`src/rtl/seq_multiplier.sv`:
```
// seq_multiplier: iterative signed/unsigned WIDTH x WIDTH multiplier retiring
// BITS_PER_CYCLE multiplier bits per clock behind valid/ready handshakes.
module seq_multiplier #(
    parameter int WIDTH          = 64,
    parameter int BITS_PER_CYCLE = 1
) (
    input  logic                 clk,
    input  logic                 rst_n,
    input  logic                 in_valid,
    output logic                 in_ready,
    input  logic [WIDTH-1:0]     a,
    input  logic [WIDTH-1:0]     b,
    input  logic                 is_signed,
    input  logic                 abort,
    output logic                 out_valid,
    input  logic                 out_ready,
    output logic [2*WIDTH-1:0]   prod,
    output logic                 ovf
);
    localparam int B  = BITS_PER_CYCLE;
    localparam int N  = WIDTH / B;
    localparam int CW = $clog2(N + 1);
    localparam int AW = 2 * WIDTH + B;

    typedef enum logic [1:0] {IDLE, BUSY, FIX, DONE} state_t;

    state_t               state, state_nxt;
    logic                 sgn, neg, accept, res_ovf;
    logic [WIDTH-1:0]     ma, mb;
    logic [AW-1:0]        acc, sum;
    logic [WIDTH+B-1:0]   pp;
    logic [2*WIDTH-1:0]   res;
    logic [CW-1:0]        cnt;

    assign in_ready  = state == IDLE;
    assign out_valid = state == DONE;
    assign accept    = in_ready && in_valid && !abort;

    always_ff @(posedge clk or negedge rst_n)
        if (!rst_n) state <= IDLE;
        else        state <= state_nxt;

    always_comb begin
        state_nxt = abort           ? IDLE :
                    state == IDLE   ? (in_valid ? BUSY : IDLE) :
                    state == BUSY   ? (cnt == CW'(1) ? FIX : BUSY) :
                    state == FIX    ? DONE :
                    (out_ready ? IDLE : DONE);
    end

    // Partial product lands at weight 2^WIDTH, then the whole accumulator shifts
    // right so the finished product ends up in acc[2*WIDTH-1:0] after N steps.
    always_comb begin
        pp      = {{B{1'b0}}, ma} * {{WIDTH{1'b0}}, mb[B-1:0]};
        sum     = acc + {pp, {WIDTH{1'b0}}};
        res     = neg ? -acc[2*WIDTH-1:0] : acc[2*WIDTH-1:0];
        res_ovf = sgn ? !(&res[2*WIDTH-1:WIDTH-1] || ~|res[2*WIDTH-1:WIDTH-1])
                      : |res[2*WIDTH-1:WIDTH];
    end

    always_ff @(posedge clk or negedge rst_n) begin
        if (!rst_n) begin
            sgn  <= 1'b0;
            neg  <= 1'b0;
            ma   <= '0;
            mb   <= '0;
            acc  <= '0;
            cnt  <= '0;
            prod <= '0;
            ovf  <= 1'b0;
        end else begin
            if (accept) begin
                sgn <= is_signed;
                neg <= is_signed && (a[WIDTH-1] ^ b[WIDTH-1]);
                ma  <= is_signed && a[WIDTH-1] ? -a : a;
                mb  <= is_signed && b[WIDTH-1] ? -b : b;
                acc <= '0;
                cnt <= CW'(N);
            end else if (state == BUSY) begin
                acc <= sum >> B;
                mb  <= mb >> B;
                cnt <= cnt - CW'(1);
            end
            if (state == FIX && !abort) begin
                prod <= res;
                ovf  <= res_ovf;
            end
        end
    end
endmodule

```
`config.mk`:
```
export PLATFORM = sky130hd
export DESIGN_NAME = seq_multiplier
export DESIGN_NICKNAME = d
export VERILOG_FILES = /design/src/rtl/seq_multiplier.sv
export SDC_FILE = /design/constraint.sdc
export NUM_CORES = 1
export LEC_CHECK = 0
export CAP_MARGIN = 20
export CORE_MARGIN = 4
export CORE_UTILIZATION = 35
export CTS_BUF_LIST = sky130_fd_sc_hd__clkbuf_4 sky130_fd_sc_hd__clkbuf_8 sky130_fd_sc_hd__clkbuf_16
export CTS_CLUSTER_DIAMETER = 150
export DETAILED_ROUTE_END_ITERATION = 16
export GPL_ROUTABILITY_DRIVEN = 0
export HOLD_SLACK_MARGIN = 0.1
export PLACE_DENSITY_LB_ADDON = 0.1
export SYNTH_ARGS = -nofsm -noshare
export SYNTH_HDL_FRONTEND = slang
export SYNTH_SLANG_ARGS = --single-unit
export TNS_END_PERCENT = 5
```
`constraint.sdc`:
```
create_clock -name clk -period 5.6 [get_ports clk]
set_clock_uncertainty 0.05 [all_clocks]
set_input_delay 0.56 -clock clk [delete_from_list [all_inputs] [get_ports clk]]
set_output_delay 0.56 -clock clk [all_outputs]
set_load 0.1 [all_outputs]
```
**Zoomed window**

Region (114, 169) to (164, 219) um. Cells in gray, sequential cells in the stronger gray; small squares are vias.
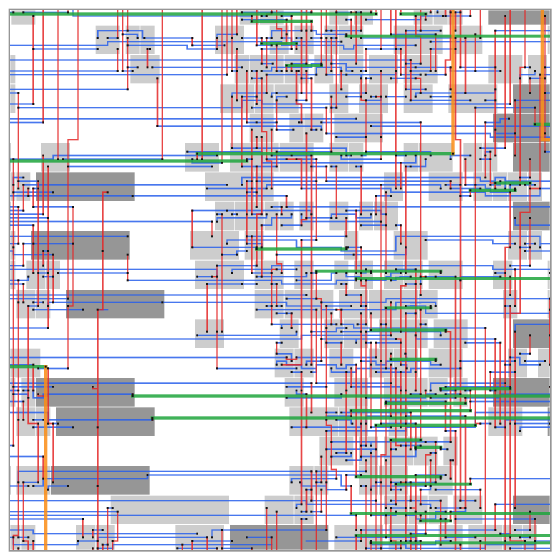
metal 2: drawn in red. metal 3: drawn in green. metal 1: drawn in blue. metal 4: drawn in orange.
Netlist names of flops here include acc (10). 156 logic cells have their middle in the window. Sequential cells in the window: 10. Most frequent: o21ai_0 (21), nand2_1 (20), a21oi_1 (15).

**Supply network**

Scale: 1.5 px per um. Pins as bars on the die edge.
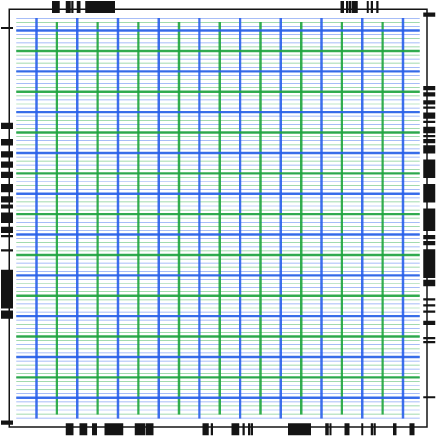
VDD: drawn in green. VSS: drawn in blue.
The core has 98 rows. 19 straps on met4. 19 straps on met5. 265 signal pins sit on the boundary.
Die H: 278 um
Max IR drop VDD: 0.000310 V
die x size: 278 um
Placeable Area: 0.0717 mm2

**Placed standard cells**

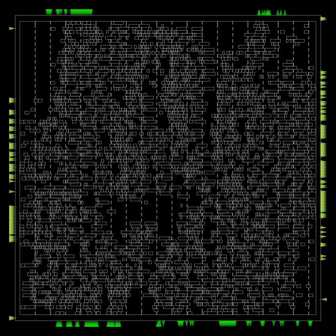
number of standard cells in the final layout excluding fillers: 4283
final core area utilization: 42.6%

**Routed metal per tile**

Scale: 1.5 px per um. The die is cut into 28 by 28 equal tiles; dark purple is low, yellow is high, scaled to the fullest tile. Values are wire area over tile area, all layers added.
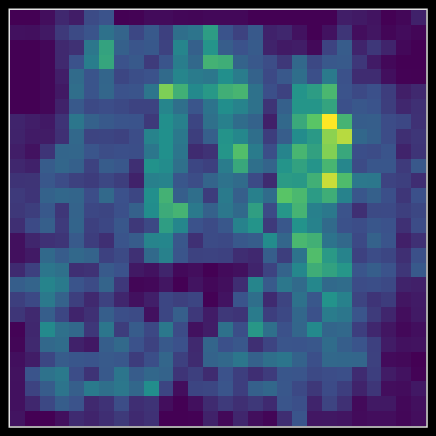
The fullest tile reaches 0.69. 6.8% of the tiles are nearly empty. The densest ninth of the die: right middle. 8.2% of the tiles are over half the peak.
routed length per instance: 19.3 um
sum of routed wire length over all layers: 82600 um
via count: 23426

## power groups by stage
stage,clock [W],sequential (W),combinational [W]
floorplan,0,0.00531,0.00336
global placement,0,0.00436,0.00634
detailed placement,0,0.00438,0.00641
CTS,0.00337,0.00434,0.00643
global route,0.00347,0.00445,0.00699
finish,0.00326,0.00434,0.00647
## cell type report
type | count | area (um2)
fillers | 7255 | 41100
diodes | 1 | 2.50
flip-flops and latches | 396 | 9910
clock inverters | 26 | 374
well taps | 950 | 1190
inverters | 33 | 124
multi-input cells | 2512 | 14700
repair buffers | 308 | 3040
clock buffers | 57 | 1280
## metal layers
metal | share of wire [%] | vias to the layer above
li1 | - | 11368
met4 | 2.3 | 0
met3 | 5.6 | 109
met5 | 0 | -
met1 | 49 | 11231
met2 | 43 | 718
==> reports/highlights.md <==
Clock network
• 0 — number of resized instances in the post-cts repair step
• 60 ps — clock transition at the register clock pins on the worst setup and hold paths after CTS
• 2 — htree depth
• 396 — Num Clock Sinks
• 600 ps — clock insertion delay at the later pin of the skew report
• yes — CTS tree
• 46 — CTS Buf Count
• clkbuf_16 — clock tree root buffer cell

Finish
• nand2_1 — most frequent logic cell in the layout
• acc x128, prod x128 — Largest regs
• 4.86% — ratio of cells with drive above 1 in the final layout
• 0.0306 mm2 — Finished Cell Area
• 634 x nand2_1, 424 x o21ai_0, 395 x dfrtp_1 — top logic cells by instance count in the layout

Worst hold path
• 2 — WHS Path Cells
• ma[0]$_DFFE_PN0P_ — Worst Hold End
• ma[0]$_DFFE_PN0P_ — hold_sp
• reg2reg — HP Class

Timing
• 0 — number of max-slew violations in the final report
• 1020 ps — pin slew with the least headroom to its limit
• 787 ps — Worst Slack Setup Final
• 422 ps — Hold Slack
• 85.9% — share of the clock period used by the worst path
• 31.7% — relative max-transition margin
• 4810 ps — min Tclk post-route
• 0 ps — Fin Setup TNS
• 0 — endpoints failing hold

Pwr
• 0.00656 W — NetSw
• 46.0% — part of the total power dissipated in combinational logic
• 460 mW/mm2 — power density over the cells
• 30.8% — sequential fraction of design power
• 12.9 nW — Leakage Power
• 0.0141 W — overall power consumption
• 0.00751 W — Cell Int Power
• 46.6% — net switching fraction of the power

Synth
• 3.47% — Adder-Cell Fraction of Synth Area
• dfrtp_1 — area leader, netlist
• 72 — distinct cell type count of the synthesized netlist
• 100% — async set-or-reset flop fraction in the synthesized netlist
• 0.0254 mm2 — area of the synthesized netlist per yosys stat
• 0.0254 mm2 — combined area of all synthesized cells
• dfrtp_1 39%, nand2_1 9.4%, o21ai_0 8.3% — synth top area cells
• 3139 — cell count after synthesis
• 0 — Yosys warnings
• 39.0% — Post-synth seq share
• 396 — flop and latch count out of synthesis
• 19.3% — Synth Area in Compound Gates
• 23.8% — fraction of the mapped netlist area in simple logic gates
• 39.0% — Top cell area share
• 0 — Post-synth EDFFs
• 0.280% — Mux area share
• 3343 — net count of the mapped netlist
• 3139 — post-synthesis cell count from yosys

Routing
• 0 — antenna viol nets, final
• 7 — TritonRoute pass-1 iters
• 2025 — violation count after the first detailed-route iteration
• 0 — count of unresolved DRC violations after routing

Global routing
• 2.79% — met3 usage in global routing
• 131000 um — global-route wire length before repair
• 30.8% — met1 track utilization from global routing
• 2 — number of antenna violations at the first check in global routing
• 22821 — vias in the first global route
• 200 — maximum number of pins on one net before global-route repair
• 20.7% — global routing usage summed across all routing layers

Placed design
• 264 — quantity of I/O buffers inserted on ports
• 62000 um — post-DP HPWL
• 0.0289 mm2 — post-detailed-placement cell area
• 4197 — cell count after placement

Worst setup path
• ovf$_DFFE_PN0P_ — FF-to-FF End
• reg2reg — class of the most critical setup path
• flop — kind of start point of the critical path
• acc[24]$_DFFE_PN0P_ — startpoint of the lowest-slack register-to-register path
• ovf$_DFFE_PN0P_ — CP endpoint
• acc[24]$_DFFE_PN0P_ — origin of the worst setup path
• 5220 ps — signal arrival time at the worst endpoint
• 0 — combined buffer and inverter count along the critical path
• or4_4 — most common cell type on the critical path
• flop — type of element capturing the critical path
• or4_4, or4b_4, or4_4, or4_4, o41a_1, xnor2_1, nor4_1, and4_1, nand4_1, o41ai_1, a31oi_1 — crit path cell chain
• simple AND/OR/NAND/NOR gates — Top delay family on crit path
• 11 — number of logic stages on the critical path including buffering
• 6010 ps — CP Data Required Time
• 11 — number of cells traversed by the worst register-to-register path
• 12 — Max Fanout on Critical Path

Floorplan
• 98 — std cell rows
• 265 — number of top-level pins
• 0.0770 mm2 — Die Outline Area
• 35.4% — effective utilization at floorplan

Status
• complete, no violations — status

Job
• 0 — maximum capacitance violations
• 35 — count of warning messages emitted by the tools

Power is estimated from default activity; no workload was simulated.
